$ cat config.mk
export PLATFORM = sky130hd
export DESIGN_NAME = demodulator
export DESIGN_NICKNAME = d
export VERILOG_FILES = /design/src/rtl/demodulator.sv
export SDC_FILE = /design/constraint.sdc
export NUM_CORES = 1
export LEC_CHECK = 0
export ABC_CLOCK_PERIOD_IN_PS = 12700
export CAP_MARGIN = 20
export CORE_UTILIZATION = 64
export DETAILED_ROUTE_END_ITERATION = 7
export GPL_TIMING_DRIVEN = 0
export HOLD_SLACK_MARGIN = 0.1
export PLACE_DENSITY_LB_ADDON = 0.1
export SYNTH_ARGS = -nofsm -noshare
export SYNTH_HDL_FRONTEND = slang
export SYNTH_SLANG_ARGS = --single-unit
$ cat constraint.sdc
create_clock -name i_clk -period 12.7 [get_ports i_clk]
set_input_delay 1.27 -clock i_clk [delete_from_list [all_inputs] [get_ports i_clk]]
set_output_delay 1.27 -clock i_clk [all_outputs]
set_load 0.01 [all_outputs]
$ cat src/rtl/demodulator.sv
// Differential spread-spectrum demodulator: each bit is sf reference chips then sf data chips,
// decided by majority agreement, shifted MSB-first into an MSG_W-bit message word.
module demodulator #(
    parameter int MSG_W  = 32,
    parameter int SF_MAX = 64
) (
    input  logic                         i_clk,
    input  logic                         i_arst_n,
    input  logic                         i_chip,
    input  logic                         i_chip_valid,
    input  logic [$clog2(SF_MAX+1)-1:0]  i_sf,
    input  logic                         i_start,
    output logic                         o_busy,
    output logic                         o_bit,
    output logic                         o_bit_valid,
    output logic [MSG_W-1:0]             o_msg,
    output logic                         o_msg_valid
);

    localparam int SFW  = $clog2(SF_MAX + 1);
    localparam int IDXW = (SF_MAX > 1) ? $clog2(SF_MAX) : 1;
    localparam int BCW  = (MSG_W > 1) ? $clog2(MSG_W) : 1;
    localparam logic [SFW-1:0] SF_MAX_C = SFW'(SF_MAX);
    localparam logic [BCW-1:0] LAST_BIT = BCW'(MSG_W - 1);

    typedef enum logic [1:0] {IDLE, REF, DATA} state_t;

    state_t            state_q;
    logic [SFW-1:0]    sf_q;
    logic [SFW-1:0]    idx_q;
    logic [SFW-1:0]    match_q;
    logic [BCW-1:0]    bit_cnt_q;
    logic [MSG_W-1:0]  shreg_q;
    logic              bit_q;
    logic              bit_valid_q;
    logic [MSG_W-1:0]  msg_q;
    logic              msg_valid_q;
    logic              ref_buf_q [SF_MAX];

    logic              last_chip;
    logic              chip_match;
    logic [SFW-1:0]    match_d;
    logic              bit_d;
    logic [MSG_W-1:0]  shreg_d;

    // match_d never exceeds sf, so it fits; the doubled compare uses one extra bit.
    always_comb begin
        last_chip  = (idx_q == (sf_q - SFW'(1)));
        chip_match = (i_chip == ref_buf_q[idx_q[IDXW-1:0]]);
        match_d    = match_q + SFW'(chip_match);
        bit_d      = ({match_d, 1'b0} > {1'b0, sf_q});
        shreg_d    = (shreg_q << 1) | MSG_W'(bit_d);
    end

    always_ff @(posedge i_clk) begin
        if (state_q == REF && i_chip_valid) begin
            ref_buf_q[idx_q[IDXW-1:0]] <= i_chip;
        end
    end

    always_ff @(posedge i_clk or negedge i_arst_n) begin
        if (!i_arst_n) begin
            state_q     <= IDLE;
            sf_q        <= '0;
            idx_q       <= '0;
            match_q     <= '0;
            bit_cnt_q   <= '0;
            shreg_q     <= '0;
            bit_q       <= 1'b0;
            bit_valid_q <= 1'b0;
            msg_q       <= '0;
            msg_valid_q <= 1'b0;
        end else begin
            bit_valid_q <= 1'b0;
            msg_valid_q <= 1'b0;
            case (state_q)
                IDLE: begin
                    if (i_start && i_sf != '0) begin
                        sf_q      <= (i_sf > SF_MAX_C) ? SF_MAX_C : i_sf;
                        idx_q     <= '0;
                        match_q   <= '0;
                        bit_cnt_q <= '0;
                        shreg_q   <= '0;
                        state_q   <= REF;
                    end
                end
                REF: begin
                    if (i_chip_valid) begin
                        if (last_chip) begin
                            idx_q   <= '0;
                            state_q <= DATA;
                        end else begin
                            idx_q <= idx_q + SFW'(1);
                        end
                    end
                end
                DATA: begin
                    if (i_chip_valid) begin
                        if (last_chip) begin
                            bit_q       <= bit_d;
                            bit_valid_q <= 1'b1;
                            shreg_q     <= shreg_d;
                            match_q     <= '0;
                            idx_q       <= '0;
                            if (bit_cnt_q == LAST_BIT) begin
                                msg_q       <= shreg_d;
                                msg_valid_q <= 1'b1;
                                state_q     <= IDLE;
                            end else begin
                                bit_cnt_q <= bit_cnt_q + BCW'(1);
                                state_q   <= REF;
                            end
                        end else begin
                            match_q <= match_d;
                            idx_q   <= idx_q + SFW'(1);
                        end
                    end
                end
                default: state_q <= IDLE;
            endcase
        end
    end

    assign o_busy      = (state_q != IDLE);
    assign o_bit       = bit_q;
    assign o_bit_valid = bit_valid_q;
    assign o_msg       = msg_q;
    assign o_msg_valid = msg_valid_q;

endmodule
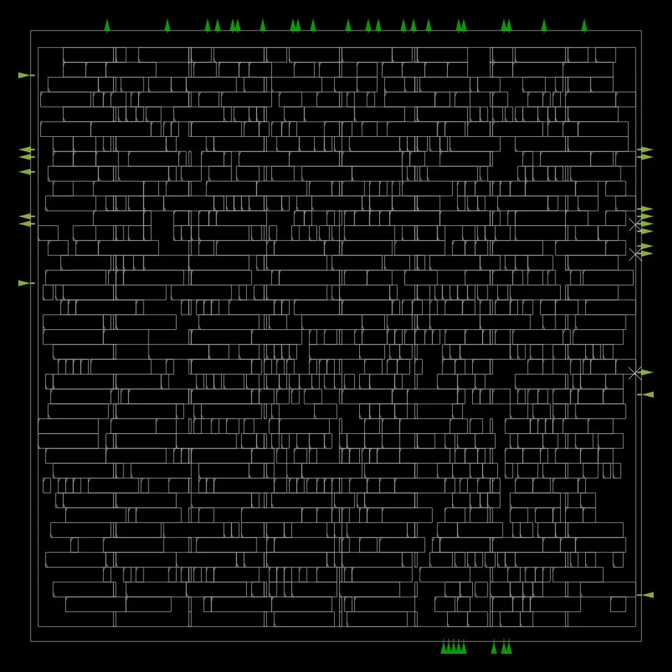
*Placed standard cells, run 1*
number of standard-cell rows in the floorplan: 39
Layout Cells excl Fill: 923
layout sequential cell count: 158
Tapcell Cnt: 143

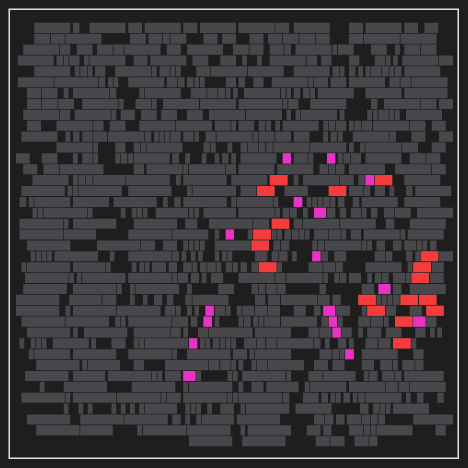
*Gate families picked out, run 1*
Drawn at 4 px/um.
| colour | family | cells |
|---|---|---|
| magenta | AND and OR gates | 17 |
| red | adder and majority cells | 18 |

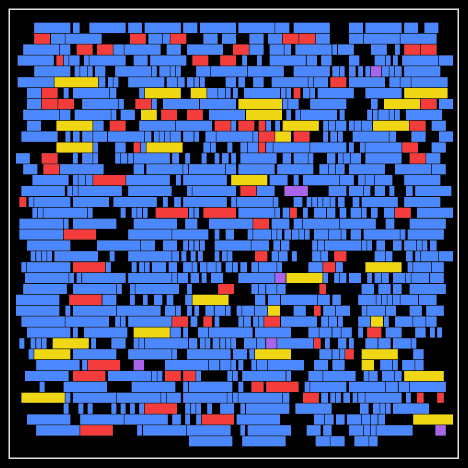
*Cell sizes after repair, run 1*
Drawn at 4 px/um.
| colour | size | cells |
|---|---|---|
| red | drive 2 | 70 |
| blue | drive 1 or less | 675 |
| yellow | drive 6 and up | 29 |
| purple | drive 3 to 4 | 6 |

==> reports/metrics.json, run 1 <==
{
  "drc_errors": 3,
  "worst_setup_hold_path_clk_slew_ns": 0.06,
  "cts_tree": "built",
  "sequentialPower_mw": 0.665,
  "grt_start_max_net_pins": 66,
  "worst-r2r-cell-count": 19,
  "vias": 5663,
  "endpoint": "shreg_q[0]$_DFFE_PN0P_",
  "top_power_group": "registers",
  "p_leak_nw": 3.870,
  "diodes": 0,
  "outcome": "complete, but fails checks",
  "power.internal_mw": 1.135,
  "gr-usage-all-layers": 0.2860,
  "wire_per_inst_um": 18.25,
  "critPathKind": "reg2reg",
  "worstPathArrival_ns": 5.31,
  "coreArea_um2": 11610,
  "timing.fmax_mhz": 199.9,
  "psw_mw": 0.5949,
  "portBuffers": 47,
  "ys_cells": 699,
  "timing_max_transition_violations_final": 0,
  "place_inst": 891,
  "post_dp_cell_area_um2": 8427,
  "p_clk_frac": 0.309,
  "seq_power_share": 0.384,
  "die_x_um": 111.9,
  "viasPerCell": 6.135,
  "endpoint_of_the_lowest_slack_register_to_register_path": "shreg_q[0]$_DFFE_PN0P_",
  "clock_tree.buffer_depth": 2,
  "asyncSetResetFlopFracSynth": 0.5949,
  "cts.htree.levels": 4,
  "numCtsBuffers": 17,
  "grt_first_pass_wirelength_um": 27720,
  "synth_compound_gate_area_share": 0.1081,
  "violations": "design-rule violations",
  "post_cts.resized_instances": 0,
  "clock_latency_ns": 0.42,
  "synth-simple-area-share": 0.1559,
  "ir_worst_vdd_uv": 157.0,
  "place_congestion": 0.8618,
  "finish.instance_area_um2": 9042,
  "syn_avg_cell_area_um2": 11.06,
  "route.final.wire_length_um": 16840,
  "ys_area_um2": 7730,
  "synth_flops": 158,
  "worst_margin_slew_ns": 0.9747,
  "yosys.stat.seqShare": 0.5529
}
==> run 1: synthesized netlist by cell type, types with 5 or more instances <==
cell | instances | area [um^2]
a21o_1 | 32 | 240.2
a21oi_1 | 6 | 30.03
a22o_1 | 7 | 61.31
and3_1 | 5 | 31.28
buf_2 | 7 | 35.03
clkbuf_1 | 24 | 90.09
dfrtp_1 | 94 | 2352
edfxtp_1 | 64 | 1922
ha_1 | 18 | 225.2
inv_1 | 15 | 56.30
mux2_2 | 38 | 427.9
mux2i_1 | 9 | 90.09
mux4_2 | 12 | 270.3
nand2_1 | 99 | 371.6
nand2b_1 | 9 | 56.30
nand3_1 | 15 | 75.07
nand3b_1 | 5 | 37.54
nor2_1 | 90 | 337.8
nor2b_1 | 9 | 56.30
nor3_1 | 10 | 50.05
o211ai_1 | 6 | 45.04
o21ai_0 | 47 | 235.2
xnor2_1 | 7 | 61.31
xor2_1 | 5 | 43.79
==> run 1: final cells by class <==
class                   instances  area [um^2]
plain buffers                  41        191.4
clock buffers                  17        425.4
clock inverters                15        190.2
fillers                       750         2571
inverters                      16        60.06
multi-input cells             484         3204
flip-flops and latches        158         4274
well taps                     143        178.9
repair buffers                 49        518.0
==> run 1: critical path: stages, from the launching register on <==
cell,delay (ns)
dfrtp_1,0.35
buf_4,0.24
buf_1,0.52
clkbuf_1,0.44
mux2i_1,0.29
a21oi_1,0.10
o21bai_1,0.16
nand4_1,0.11
xnor2_1,0.35
ha_1,0.23
ha_1,0.23
nand3_1,0.21
xnor2_1,0.18
ha_1,0.30
and4_1,0.22
nand4_1,0.12
nand2_1,0.08
and3b_1,0.16
o21ai_0,0.21
a221o_1,0.39
==> run 1: registers in the layout (all words and copies together) (netlist names) <==
name	flops
o_bit	1
state_q	2
shreg_q	31
bit_cnt_q	5
sf_q	7
o_bit_valid	1
idx_q	7
match_q	7
ref_buf_q	64
o_msg_valid	1
o_msg	32
==> run 1: layer usage <==
metal | GRT usage | up-vias | wire length, um
met5 | 0 | - | 0
met1 | 0.3673 | 2822 | 7064
met2 | 0.4783 | 183 | 8453
met4 | 0.1099 | 0 | 329
met3 | 0.06206 | 35 | 997
li1 | - | 2623 | -
==> run 1: layout by cell type, fill, tap and decap left out, types with 6 or more instances in the layout <==
master           count
mux2i_1              9
mux2_2              38
dfrtp_1             94
xnor2_1              7
nor2_1              90
ha_1                18
inv_1               15
clkbuf_16           17
clkdlybuf4s50_1     45
nand3_1             15
buf_2                8
nor2b_1              9
edfxtp_1            64
nand2_1             99
a21oi_1              6
mux4_2              12
a21o_1              32
a22o_1               7
nand2b_1             9
nor3_1              10
o21ai_0             47
clkbuf_1            24
o211ai_1             6
==> run 1: through the flow <==
step	setup WS [ns]	hold WS (ns)
2_1_floorplan	8.637	0.4689
3_3_place_gp	6.943	0.4699
3_5_place_dp	7.725	0.4850
4_1_cts	7.693	0.4988
5_1_grt	7.333	0.5106
6_report	7.698	0.4923
==> run 1: logic make-up (layout without fill, tap and decap cells) <==
kind of cell | count (synthesis) | after routing
AOI/OAI and AO/OA | 126 | 126
xor gates and xnor gates | 13 | 13
adders and majority gates | 18 | 18
buffers and inverters | 57 | 138
DFF | 158 | 158
muxes | 61 | 61
and+or+nand+nor | 266 | 266
### Wires at chosen ports, followed through buffers, run 1

Drawn at 2 px/um.
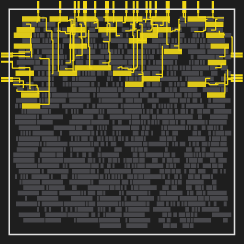

==> inputs of run 2 (changes only) <==
--- a/config.mk
+++ b/config.mk
@@ -5,9 +5,9 @@
 export SDC_FILE = /design/constraint.sdc
 export NUM_CORES = 1
 export LEC_CHECK = 0
-export ABC_CLOCK_PERIOD_IN_PS = 12700
+export ABC_CLOCK_PERIOD_IN_PS = 4500
 export CAP_MARGIN = 20
-export CORE_UTILIZATION = 64
+export CORE_UTILIZATION = 54
 export DETAILED_ROUTE_END_ITERATION = 7
 export GPL_TIMING_DRIVEN = 0
 export HOLD_SLACK_MARGIN = 0.1
==> constraint.sdc (replaced) <==
create_clock -name i_clk -period 4.5 [get_ports i_clk]
set_input_delay 0.45 -clock i_clk [delete_from_list [all_inputs] [get_ports i_clk]]
set_output_delay 0.45 -clock i_clk [all_outputs]
set_load 0.01 [all_outputs]
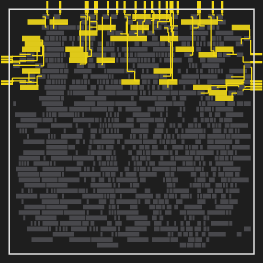
*Wires at chosen ports, followed through buffers, run 2*
Drawn at 2 px/um.
| colour | port | bits | direction | end cells | wire |
|---|---|---|---|---|---|
| yellow | o_msg | 32 | output | 32 | 711 um |

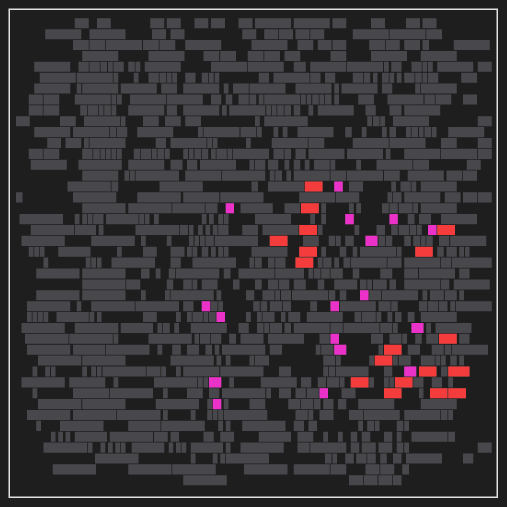
*Gate families picked out, run 2*
Drawn at 4 px/um.
| colour | family | cells |
|---|---|---|
| magenta | AND and OR gates | 17 |
| red | adder and majority cells | 18 |
multi-input gate share of the layout cell area: 0.3536
Layout Cells excl Fill: 962
most frequently placed logic cell in the final layout: nand2_1

==> run 2 against run 1 <==
Compared with the run above:
- the run now ends clean
- setup slack got worse by 7.5 ns
- power rose to 2.8 times the previous value
- critical path depth fell by 2
- sequential cell count did not move
- cell area rose by 0.80%
- hold slack got worse by 0.023 ns
- critical endpoint unchanged
- largest power group unchanged
- highest routed layer unchanged
==> reports/metrics.json, run 2 <==
{
  "outcome": "completed",
  "fp_nets": 729,
  "cts.htree.levels": {"value": 4, "change": "unchanged"},
  "route.final.wire_length": {"value": 16310, "unit": "um", "change": "-3.2%"},
  "ys_area": {"value": 7730, "unit": "um^2", "change": "unchanged"},
  "worst_setup_hold_path_clk_slew": {"value": 0.06, "unit": "ns", "change": "about the same"},
  "timing.final.crit_share": 0.9452,
  "place_inst": {"value": 927, "change": "+4.0%"},
  "synth_compound_gate_area_share": {"value": 0.1081, "change": "unchanged"},
  "grt_first_pass_wirelength": {"value": 27210, "unit": "um", "change": "-1.8%"},
  "multiInputGateArea": {"value": 3223, "unit": "um^2", "change": "+0.59%"},
  "diodes": {"value": 0, "change": "unchanged"},
  "most_common_library_cells_after_synthesis": "nand2_1 (99), dfrtp_1 (94), nor2_1 (90), edfxtp_1 (64), o21ai_0 (47)",
  "drt-pass1-iter-count": 5,
  "timing_max_transition_violations_final": {"value": 0, "change": "unchanged"},
  "endpoint_of_the_lowest_slack_register_to_register_path": "shreg_q[0]$_DFFE_PN0P_",
  "yosys.area_share.xor_xnor": 0.01651,
  "synth.area.top_cells": "dfrtp_1 (30%), edfxtp_1 (25%), mux2_2 (5.5%), nand2_1 (4.8%), nor2_1 (4.4%)",
  "rrSetupSlack_ns": 0.25,
  "postRouteAntennaNets": 0,
  "final_number_of_setup_violating_endpoints": 0,
  "synth_flops": {"value": 158, "change": "unchanged"},
  "synth.most_common_cell": "nand2_1",
  "die_height_um": 121.6,
  "coreArea": {"value": 13930, "unit": "um^2", "change": "+20%"},
  "viasPerCell": {"value": 5.786, "change": "-5.7%"},
  "yosys.area.top_type": "dfrtp_1",
  "ff_latch_area": {"value": 4274, "unit": "um^2", "change": "unchanged"},
  "post_synth_fa_ha_maj_area_fraction": 0.02914,
  "topCombFamilyByArea": "simple AND/OR/NAND/NOR gates",
  "yosys.stat.seqShare": {"value": 0.5529, "change": "unchanged"},
  "ir_worst_vdd": {"value": 353.2, "unit": "uV", "change": "+120%"},
  "drc_errors": {"value": 0, "change": "-3"},
  "grt_start_max_net_pins": {"value": 74, "change": "+12%"},
  "place_congestion": {"value": 0.8266, "change": "-4.1%"},
  "tritoncts_num_sinks": 158,
  "number_of_standard_cell_rows_in_the_floorplan": {"value": 43, "change": "+10%"},
  "worst-r2r-cell-count": {"value": 17, "change": "-2"},
  "asyncSetResetFlopFracSynth": {"value": 0.5949, "change": "unchanged"},
  "die_x": {"value": 121.6, "unit": "um", "change": "+8.7%"},
  "critPathKind": "reg2reg",
  "dominantRegCellSynth": "dfrtp_1",
  "number_of_failing_hold_endpoints_at_the_final_stage": 0,
  "synth_cell_type_count": 60,
  "gr-usage-all-layers": {"value": 0.2409, "change": "-0.04513"},
  "number_of_antenna_violations_at_the_first_check_in_global_routing": 0,
  "max_reg_flops": {"value": 64, "change": "unchanged"},
  "syn_avg_cell_area": {"value": 11.06, "unit": "um^2", "change": "unchanged"},
  "timing.critical_path.fanout_max": 10,
  "p_leak": {"value": 3.897, "unit": "nW", "change": "+0.70%"},
  "clock_tree.buffer_depth": {"value": 2, "change": "unchanged"},
  "synth-edff-count": 64,
  "place_ws": {"value": -0.5687, "unit": "ns", "change": "-8.294 ns"},
  "wire_per_inst": {"value": 16.95, "unit": "um", "change": "-7.1%"},
  "vias": {"value": 5566, "change": "-1.7%"},
  "setup.worst_path.start_class": "flop",
  "dp.final_hpwl_um": 10870,
  "timing.fmax": {"value": 235.1, "unit": "MHz", "change": "+18%"},
  "final_cell_mix": "nand2_1 (99), dfrtp_1 (94), nor2_1 (90)",
  "stage_log_warning_count": 31,
  "setup_slack": {"value": 0.2466, "unit": "ns", "change": "-7.452 ns"},
  "worst_margin_slew": {"value": 0.9873, "unit": "ns", "change": "+0.01264 ns"},
  "numCtsBuffers": {"value": 17, "change": "unchanged"},
  "portBuffers": {"value": 47, "change": "unchanged"},
  "design.final.nets": 799,
  "ys_cells": {"value": 699, "change": "unchanged"},
  "yosys_warnings": 0,
  "critical_path.reg2reg.startpoint": "idx_q[1]$_DFFE_PN0P_",
  "clock_latency": {"value": 0.43, "unit": "ns", "change": "about the same"},
  "worstPathArrival": {"value": 4.56, "unit": "ns", "change": "-0.75 ns"},
  "cts_tree": "built",
  "cts_root_buf": "clkbuf_16",
  "synthesis.instances": 699,
  "layout_cells_sized_above_1": 0.1496,
  "yosys.area.top_type_share": {"value": 0.3043, "change": "unchanged"},
  "power.density_cell_area_nw_per_um2": 531.9,
  "synth-simple-area-share": {"value": 0.1559, "change": "unchanged"},
  "n_fill_cell": {"value": 1080, "change": "+44%"},
  "timing.max_cap.violations": 0,
  "rsz0062_at_grt": "no",
  "die-area_um2": 14800,
  "drtIter0Drc": 514
}
[run 2: power by group]
group | switching, mW | internal, mW | leakage, nW
clock network | 0.611 | 0.828 | 0.280
registers | 0.196 | 1.68 | 1.87
logic | 0.900 | 0.635 | 1.75
total | 1.71 | 3.14 | 3.90
[run 2: layout make-up]
cell class,count,share of cell area
clock inverters,14,0.01757
clock buffers,18,0.04708
inverters,16,0.006589
plain buffers,40,0.02416
flip-flops and latches,158,0.4689
multi-input cells,484,0.3536
well taps,180,0.02471
repair buffers,52,0.05738
[run 2: metrics by stage]
stage               hold WS (ns)  instance area (um^2)  power [mW]  utilization  setup TNS [ns]
floorplan                 0.1544                  7730       2.942            -               0
global placement          0.4710                  8426       3.302       0.6047          -45.59
detailed placement        0.3763                  8446       3.370       0.6061          -1.611
CTS                       0.4790                  9077       4.838       0.6514               0
global route              0.4945                  9115       5.119       0.6541               0
finish                    0.4693                  9115       4.848       0.6541               0
[run 2: timing repair]
item,CTS,global route
hold endpoints to repair,21,0
pin swaps,1,2
resized,10,9
buffers inserted,1,2
hold buffers,1,0
setup endpoints to repair,3,3
[run 2: worst max-delay path, cell delays in order (launching register included)]
cell and delay [ns]:
dfrtp_1 0.39, buf_12 0.17, buf_8 0.16, mux4_2 0.51, mux2i_1 0.14, nor2_1 0.05
nor3_1 0.15, nand4_1 0.20, xnor2_2 0.26, ha_1 0.21, ha_2 0.23, nand3_2 0.15
xnor2_1 0.20, ha_1 0.27, and4_1 0.22, a221oi_1 0.34, o21ai_2 0.16, a221o_1 0.33
[run 2: cell families after synthesis]
group / count (synthesis)
DFF: 158
and+or+nand+nor: 266
muxes: 61
xor gates and xnor gates: 13
buffers and inverters: 57
AOI/OAI and AO/OA: 126
adders and majority gates: 18
[run 2: worst max path at each step]
| stage | startpoint | endpoint | slack (ns) | cells past startpoint |
|---|---|---|---|---|
| floorplan | idx_q[1]$_DFFE_PN0P_ | shreg_q[0]$_DFFE_PN0P_ | 0.44 | 19 |
| global placement | i_chip | shreg_q[0]$_DFFE_PN0P_ | -0.54 | 13 |
| detailed placement | idx_q[1]$_DFFE_PN0P_ | shreg_q[0]$_DFFE_PN0P_ | -0.57 | 19 |
| CTS | idx_q[0]$_DFFE_PN0P_ | shreg_q[0]$_DFFE_PN0P_ | 0.003 | 18 |
| global route | idx_q[1]$_DFFE_PN0P_ | shreg_q[0]$_DFFE_PN0P_ | 0.04 | 17 |
| finish | idx_q[1]$_DFFE_PN0P_ | shreg_q[0]$_DFFE_PN0P_ | 0.25 | 17 |
[run 2: routing by layer]
metal / global-route usage / part of all wire
met1: 0.3261 / 0.45
met2: 0.3839 / 0.48
met3: 0.04401 / 0.045
met4: 0.09954 / 0.026
met5: 0 / 0
Power figures rest on the tool's default switching activity, not on a simulated workload.
